## config.mk

```make
export PLATFORM = sky130hd
export DESIGN_NAME = sonar_tof_timer
export DESIGN_NICKNAME = d
export VERILOG_FILES = /design/src/rtl/sonar_pkg.sv /design/src/rtl/sonar_sat_counter.sv /design/src/rtl/sonar_tof_timer.sv
export SDC_FILE = /design/constraint.sdc
export NUM_CORES = 1
export LEC_CHECK = 0
export CAP_MARGIN = 20
export CORE_ASPECT_RATIO = 0.7
export CORE_MARGIN = 5
export CORE_UTILIZATION = 40
export DETAILED_ROUTE_END_ITERATION = 10
export PLACE_DENSITY = 0.67
export SYNTH_ARGS = -nofsm -noshare
export SYNTH_HDL_FRONTEND = slang
export SYNTH_SLANG_ARGS = --single-unit
```

## constraint.sdc

```tcl
create_clock -name clk -period 3.8 [get_ports clk]
set_input_delay 0.76 -clock clk [delete_from_list [all_inputs] [get_ports clk]]
set_output_delay 0.76 -clock clk [all_outputs]
set_load 0.01 [all_outputs]
```

## src/rtl/sonar_pkg.sv

```systemverilog
// Shared types and defaults for the sonar time-of-flight timer.
package sonar_pkg;

    localparam int CNT_W_DEF = 16;
    localparam int DEB_W_DEF = 4;

    // Value at which the default-width tick counter stops incrementing.
    localparam logic [CNT_W_DEF-1:0] CNT_SAT = '1;

    typedef enum logic [2:0] {
        ST_IDLE,
        ST_TX,
        ST_BLANK,
        ST_LISTEN,
        ST_CONFIRM,
        ST_DONE
    } state_t;

endpackage

```

## src/rtl/sonar_sat_counter.sv

```systemverilog
// Saturating up-counter with synchronous clear.
// A clear coinciding with an enable restarts the count at 1, so a run
// counter can be seeded with its first hit in a single cycle.
module sonar_sat_counter #(
    parameter int W = 16
) (
    input  logic         clk,
    input  logic         rst,
    input  logic         clr,
    input  logic         en,
    output logic [W-1:0] q
);

    localparam logic [W-1:0] ONE = W'(1);

    logic [W-1:0] r_q;

    // Clear has priority over counting; counting stops at all-ones.
    always_ff @(posedge clk) begin
        if (rst) begin
            r_q <= '0;
        end else if (clr) begin
            r_q <= en ? ONE : '0;
        end else if (en && (r_q != '1)) begin
            r_q <= r_q + ONE;
        end
    end

    assign q = r_q;

endmodule

```

## src/rtl/sonar_tof_timer.sv

```systemverilog
// Echo time-of-flight timer: gates the transmit burst, blanks the receiver,
// then waits for a debounced comparator hit or a timeout. All timing is in
// ce_pcm ticks; tick k=0 is the first ce_pcm after a start is accepted.
module sonar_tof_timer
    import sonar_pkg::*;
#(
    parameter int CNT_W     = CNT_W_DEF,
    parameter int BURST_LEN = 8,
    parameter int DEB_W     = DEB_W_DEF
) (
    input  logic             clk,
    input  logic             rst,
    input  logic             ce_pcm,
    input  logic             cmp,
    input  logic             start,
    input  logic [CNT_W-1:0] blank_len,
    input  logic [CNT_W-1:0] max_len,
    input  logic [DEB_W-1:0] deb_len,
    output logic             tx_en,
    output logic             busy,
    output logic             done,
    output logic             echo_found,
    output logic             timeout,
    output logic [CNT_W-1:0] tof
);

    localparam logic [CNT_W-1:0] BURST_LAST = CNT_W'(BURST_LEN - 1);
    localparam logic [CNT_W-1:0] BURST_CNT  = CNT_W'(BURST_LEN);
    localparam logic [CNT_W:0]   K_ONE      = (CNT_W+1)'(1);
    localparam logic [DEB_W-1:0] DEB_ONE    = DEB_W'(1);
    localparam logic [DEB_W:0]   RUN_ONE    = (DEB_W+1)'(1);

    state_t           r_state;
    logic [CNT_W-1:0] r_blank;
    logic [CNT_W-1:0] r_max;
    logic [DEB_W-1:0] r_deb;
    logic [CNT_W-1:0] r_cand;
    logic [CNT_W-1:0] r_tof;
    logic             r_tx_en;
    logic             r_busy;
    logic             r_done;
    logic             r_found;
    logic             r_timeout;

    logic [CNT_W-1:0] w_k;
    logic [DEB_W-1:0] w_run;
    logic             w_k_clr;
    logic             w_k_en;
    logic             w_run_clr;
    logic             w_run_en;
    logic [CNT_W:0]   w_k_inc;
    logic [DEB_W:0]   w_run_inc;
    logic             w_blank_end;
    logic             w_to_hit;
    logic             w_confirm_l;
    logic             w_confirm_c;

    // k restarts on the accepting edge and advances only on ticks of an
    // active measurement, so a ce_pcm coincident with the accept is not counted.
    assign w_k_clr = (r_state == ST_IDLE) && start;
    assign w_k_en  = ce_pcm && ((r_state == ST_TX) || (r_state == ST_BLANK) ||
                                (r_state == ST_LISTEN) || (r_state == ST_CONFIRM));

    // The run counter is seeded to 1 by the first hit in LISTEN and grows in CONFIRM.
    assign w_run_clr = ce_pcm && cmp && (r_state == ST_LISTEN);
    assign w_run_en  = ce_pcm && cmp && (r_state == ST_CONFIRM);

    sonar_sat_counter #(.W(CNT_W)) u_tick_cnt (
        .clk (clk),
        .rst (rst),
        .clr (w_k_clr),
        .en  (w_k_en),
        .q   (w_k)
    );

    sonar_sat_counter #(.W(DEB_W)) u_run_cnt (
        .clk (clk),
        .rst (rst),
        .clr (w_run_clr),
        .en  (w_run_clr | w_run_en),
        .q   (w_run)
    );

    // Widened by one bit so k+1 cannot wrap at the saturation value.
    assign w_k_inc     = {1'b0, w_k} + K_ONE;
    assign w_run_inc   = {1'b0, w_run} + RUN_ONE;
    assign w_blank_end = (w_k_inc >= {1'b0, r_blank});
    assign w_to_hit    = (w_k >= r_max);
    assign w_confirm_l = cmp && (r_deb <= DEB_ONE);
    assign w_confirm_c = cmp && (w_run_inc == {1'b0, r_deb});

    // Measurement FSM; echo confirmation is tested before timeout so it wins a tie.
    always_ff @(posedge clk) begin
        if (rst) begin
            r_state   <= ST_IDLE;
            r_blank   <= '0;
            r_max     <= '0;
            r_deb     <= '0;
            r_cand    <= '0;
            r_tof     <= '0;
            r_tx_en   <= 1'b0;
            r_busy    <= 1'b0;
            r_done    <= 1'b0;
            r_found   <= 1'b0;
            r_timeout <= 1'b0;
        end else begin
            case (r_state)
                ST_IDLE: begin
                    if (start) begin
                        r_state   <= ST_TX;
                        r_blank   <= blank_len;
                        r_max     <= max_len;
                        r_deb     <= (deb_len == '0) ? DEB_ONE : deb_len;
                        r_found   <= 1'b0;
                        r_timeout <= 1'b0;
                        r_tx_en   <= 1'b1;
                        r_busy    <= 1'b1;
                    end
                end
                ST_TX: begin
                    if (ce_pcm && (w_k == BURST_LAST)) begin
                        r_tx_en <= 1'b0;
                        r_state <= (r_blank > BURST_CNT) ? ST_BLANK : ST_LISTEN;
                    end
                end
                ST_BLANK: begin
                    if (ce_pcm) begin
                        if (w_to_hit) begin
                            r_state   <= ST_DONE;
                            r_done    <= 1'b1;
                            r_timeout <= 1'b1;
                            r_tof     <= w_k;
                        end else if (w_blank_end) begin
                            r_state <= ST_LISTEN;
                        end
                    end
                end
                ST_LISTEN: begin
                    if (ce_pcm) begin
                        if (w_confirm_l) begin
                            r_state <= ST_DONE;
                            r_done  <= 1'b1;
                            r_found <= 1'b1;
                            r_tof   <= w_k;
                        end else if (w_to_hit) begin
                            r_state   <= ST_DONE;
                            r_done    <= 1'b1;
                            r_timeout <= 1'b1;
                            r_tof     <= w_k;
                        end else if (cmp) begin
                            r_cand  <= w_k;
                            r_state <= ST_CONFIRM;
                        end
                    end
                end
                ST_CONFIRM: begin
                    if (ce_pcm) begin
                        if (w_confirm_c) begin
                            r_state <= ST_DONE;
                            r_done  <= 1'b1;
                            r_found <= 1'b1;
                            r_tof   <= r_cand;
                        end else if (w_to_hit) begin
                            r_state   <= ST_DONE;
                            r_done    <= 1'b1;
                            r_timeout <= 1'b1;
                            r_tof     <= w_k;
                        end else if (!cmp) begin
                            r_state <= ST_LISTEN;
                        end
                    end
                end
                ST_DONE: begin
                    r_state <= ST_IDLE;
                    r_done  <= 1'b0;
                    r_busy  <= 1'b0;
                end
                default: begin
                    r_state <= ST_IDLE;
                    r_tx_en <= 1'b0;
                    r_busy  <= 1'b0;
                    r_done  <= 1'b0;
                end
            endcase
        end
    end

    assign tx_en      = r_tx_en;
    assign busy       = r_busy;
    assign done       = r_done;
    assign echo_found = r_found;
    assign timeout    = r_timeout;
    assign tof        = r_tof;

endmodule

```

==> results.sh, run 1 <==
# physical design summary
export IMPL_holdWs_ns=0.450
export IMPL_cts_root_buffer="clkbuf_16"
export IMPL_cp_cell_sequence="ha_2 > nand3_4 > or3_1 > buf_4 > nor2_1 > xor2_1 > ha_1 > nand4_1 > nor3_1 > a311oi_1 > nand4b_1 > a32oi_2 > a211o_1 > a31oi_1"
export IMPL_ctsResizeCount=0
export IMPL_outcome="finished clean"
export IMPL_initCoreUtil_pct=41.1
export IMPL_seq_share_pct=29.6
export IMPL_clockBufferCount=12
export IMPL_clk_power_uw=919
export IMPL_comb_cells=491
export IMPL_dpl_cell_area_um2=6190
export IMPL_largest_class="multi-input combinational cells"
export IMPL_h_tree_depth=3
export IMPL_cts_tree="done"
export IMPL_p_leak_nw=2.69
export IMPL_drv_cap=0
export IMPL_path_class="reg2reg"
export IMPL_fin_cells=908
export IMPL_cts_hold_buf=0
export IMPL_dpl_cell_count=894
export IMPL_finalHoldViolCount=0
export IMPL_simple_gate_share_pct=19.8
export IMPL_power_leader="combinational cells"
export IMPL_p_clk_share_pct=25.4
export IMPL_ff_type="dfxtp_1"
export IMPL_startpoint_type="flip-flop"
export IMPL_postSynthAreaPerCell_um2=8.02
export IMPL_cpPeakStageDelay_ns=0.42
export IMPL_p_sw_mw=1.33
export IMPL_crit_end="r_state[0]"
export IMPL_ff_count=96
export IMPL_core_area_um2=13300
export IMPL_grt_use_met3_pct=3.91
export IMPL_edf_count=0
export IMPL_total_power_mw=3.61
export IMPL_most_common_cell="nand2_1"
export IMPL_finalClockPeriodUsage_pct=92.6
export IMPL_critPathMaxFanout=8
export IMPL_first_global_vias=4818
export IMPL_ys_seq_share_pct=35.3
export IMPL_cpMaxStageDelayCell="or3_1"
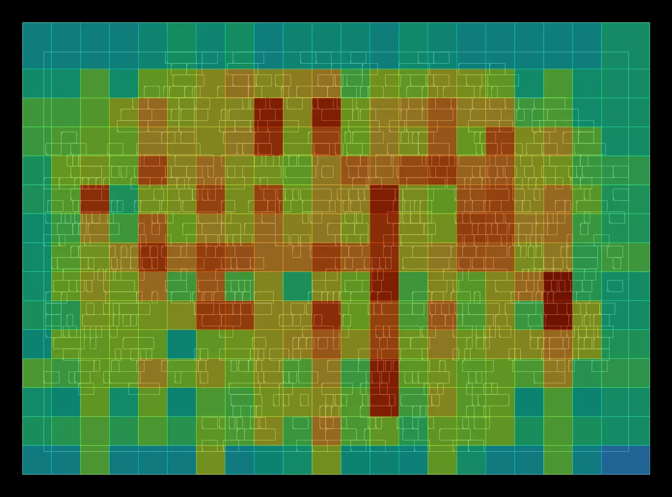
run_1/congestion.png
GRT Util Overall: 19.5%
most utilized layer in the global route result: met2
GR Util met2: 29.5%

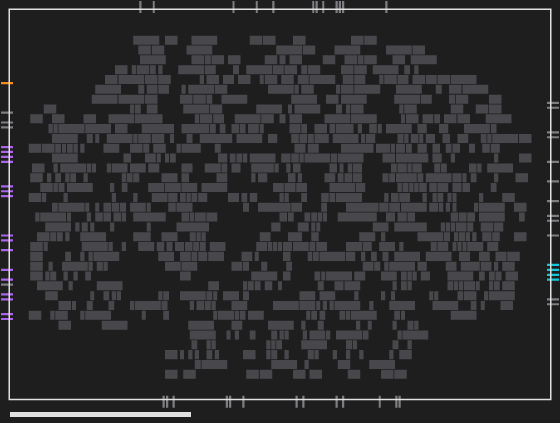
run_1/io_placement.png
The bar under the picture is 50 um long. Pins as bars across the die edge, other pins in gray.
Key: purple = `blank_len` [pins 16, direction input, edge left]; orange = `clk` [pins 1, direction input, edge left]; cyan = `deb_len` [pins 4, direction input, edge right]
All pins by edge: 21 left, 16 right, 13 bottom, 12 top.
IO Port Bufs: 61
Die Wd: 149 um

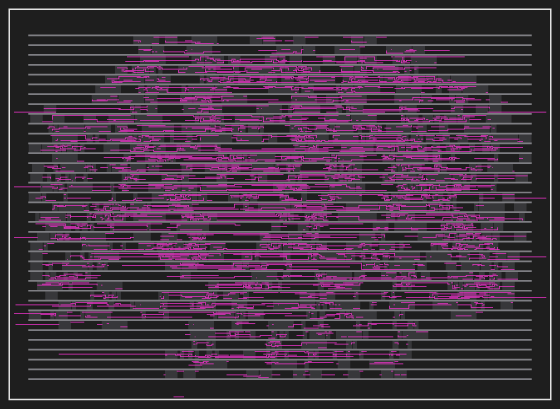
run_1/layer_met1.png
Supply wires on this layer in gray. Cells faint in the background.
The layer carries 7,670 um of wire. The layer holds 50% of the routed length. The longest straight run is 41.9 um.
vias: 5,036
final wirelength: 15,400 um

run_1/io_fan.png
The bar under the picture is 50 um long.
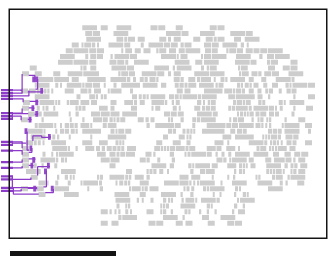

--- run 2 (diff from run 1) ---
--- a/config.mk
+++ b/config.mk
@@ -8,9 +8,10 @@
 export CAP_MARGIN = 20
 export CORE_ASPECT_RATIO = 0.7
 export CORE_MARGIN = 5
-export CORE_UTILIZATION = 40
+export CORE_UTILIZATION = 50
 export DETAILED_ROUTE_END_ITERATION = 10
-export PLACE_DENSITY = 0.67
+export PLACE_DENSITY = 0.79
+export SETUP_SLACK_MARGIN = 0.5
 export SYNTH_ARGS = -nofsm -noshare
 export SYNTH_HDL_FRONTEND = slang
 export SYNTH_SLANG_ARGS = --single-unit
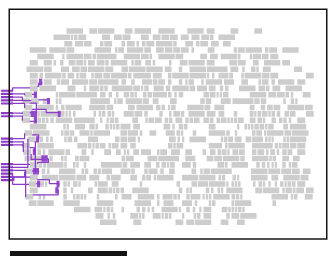
run_2/io_fan.png
The bar under the picture is 50 um long.
Key: purple = `blank_len` [direction input, end cells 16, buffers 16, wire 249 um]
io pins: 62

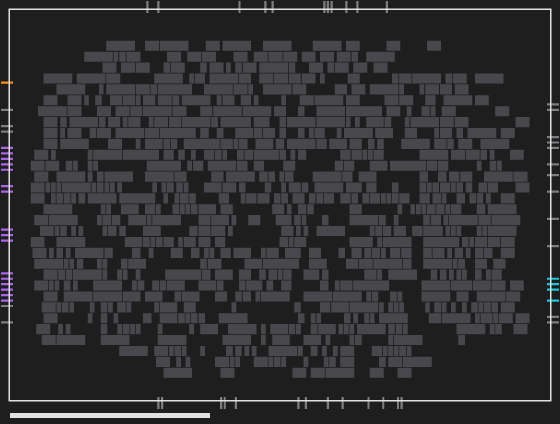
run_2/io_placement.png
The bar under the picture is 50 um long. Pins as bars across the die edge, other pins in gray.
Key: orange = `clk` [pins 1, direction input, edge left]; cyan = `deb_len` [pins 4, direction input, edge right]; purple = `blank_len` [pins 16, direction input, edge left]
All pins by edge: 22 left, 16 right, 13 bottom, 11 top.
Die Ht: 97.3 um
Die Wd: 135 um

==> results.sh, run 2 <==
# physical design summary
export IMPL_ctsResizeCount=4
export IMPL_most_common_cell="nand2_1"
export IMPL_edf_count=0
export IMPL_powerSeq_mw=1.32
export IMPL_total_power_mw=3.56
export IMPL_cts_hold_buf=0
export IMPL_clockBufferCount=11
export IMPL_largest_class="multi-input combinational cells"
export IMPL_dpl_cell_area_um2=6130
export IMPL_dpl_cell_count=856
export IMPL_p_clk_share_pct=24.5
export IMPL_first_global_vias=4837
export IMPL_cpMaxStageDelayCell="or3_4"
export IMPL_postSynthAreaPerCell_um2=8.02
export IMPL_grt_busiest_layer="met2"
export IMPL_final_cell_area_um2=6540
export IMPL_holdWs_ns=0.448
export IMPL_ys_seq_elements=96
export IMPL_p_leak_nw=2.74
export IMPL_grt_use_met2_pct=35.8
export IMPL_cp_cell_sequence="ha_4 > nand3_4 > or3_4 > nor2_2 > xor2_1 > ha_1 > o21ai_2 > nor3_2 > a311oi_1 > nand4b_1 > a32oi_2 > a211o_1 > a31oi_1"
export IMPL_drt_met1_wl_um=6960
export IMPL_startpoint_type="flip-flop"
export IMPL_ff_type="dfxtp_1"
export IMPL_grt_use_met3_pct=5.12
export IMPL_totalWireLength_um=15200
export IMPL_synthTopLogicFamily="AND-OR/OR-AND gates"
export IMPL_slew_limit_headroom_pct=34.3
export IMPL_critPathMaxFanout=5
export IMPL_outcome="finished clean"
export IMPL_yosys_warnings=0
export IMPL_clk_power_uw=871
export IMPL_ys_seq_share_pct=35.3
export IMPL_simple_gate_share_pct=19.8
export IMPL_core_area_um2=10500
export IMPL_drv_cap=0
export IMPL_cpPeakStageDelay_ns=0.41
export IMPL_seq_share_pct=29.5
export IMPL_cts_tree="done"
export IMPL_ff_count=96
export IMPL_initCoreUtil_pct=51.8
export IMPL_via_count=5127
export IMPL_cts_root_buffer="clkbuf_16"
export IMPL_h_tree_depth=3
export IMPL_path_class="reg2reg"
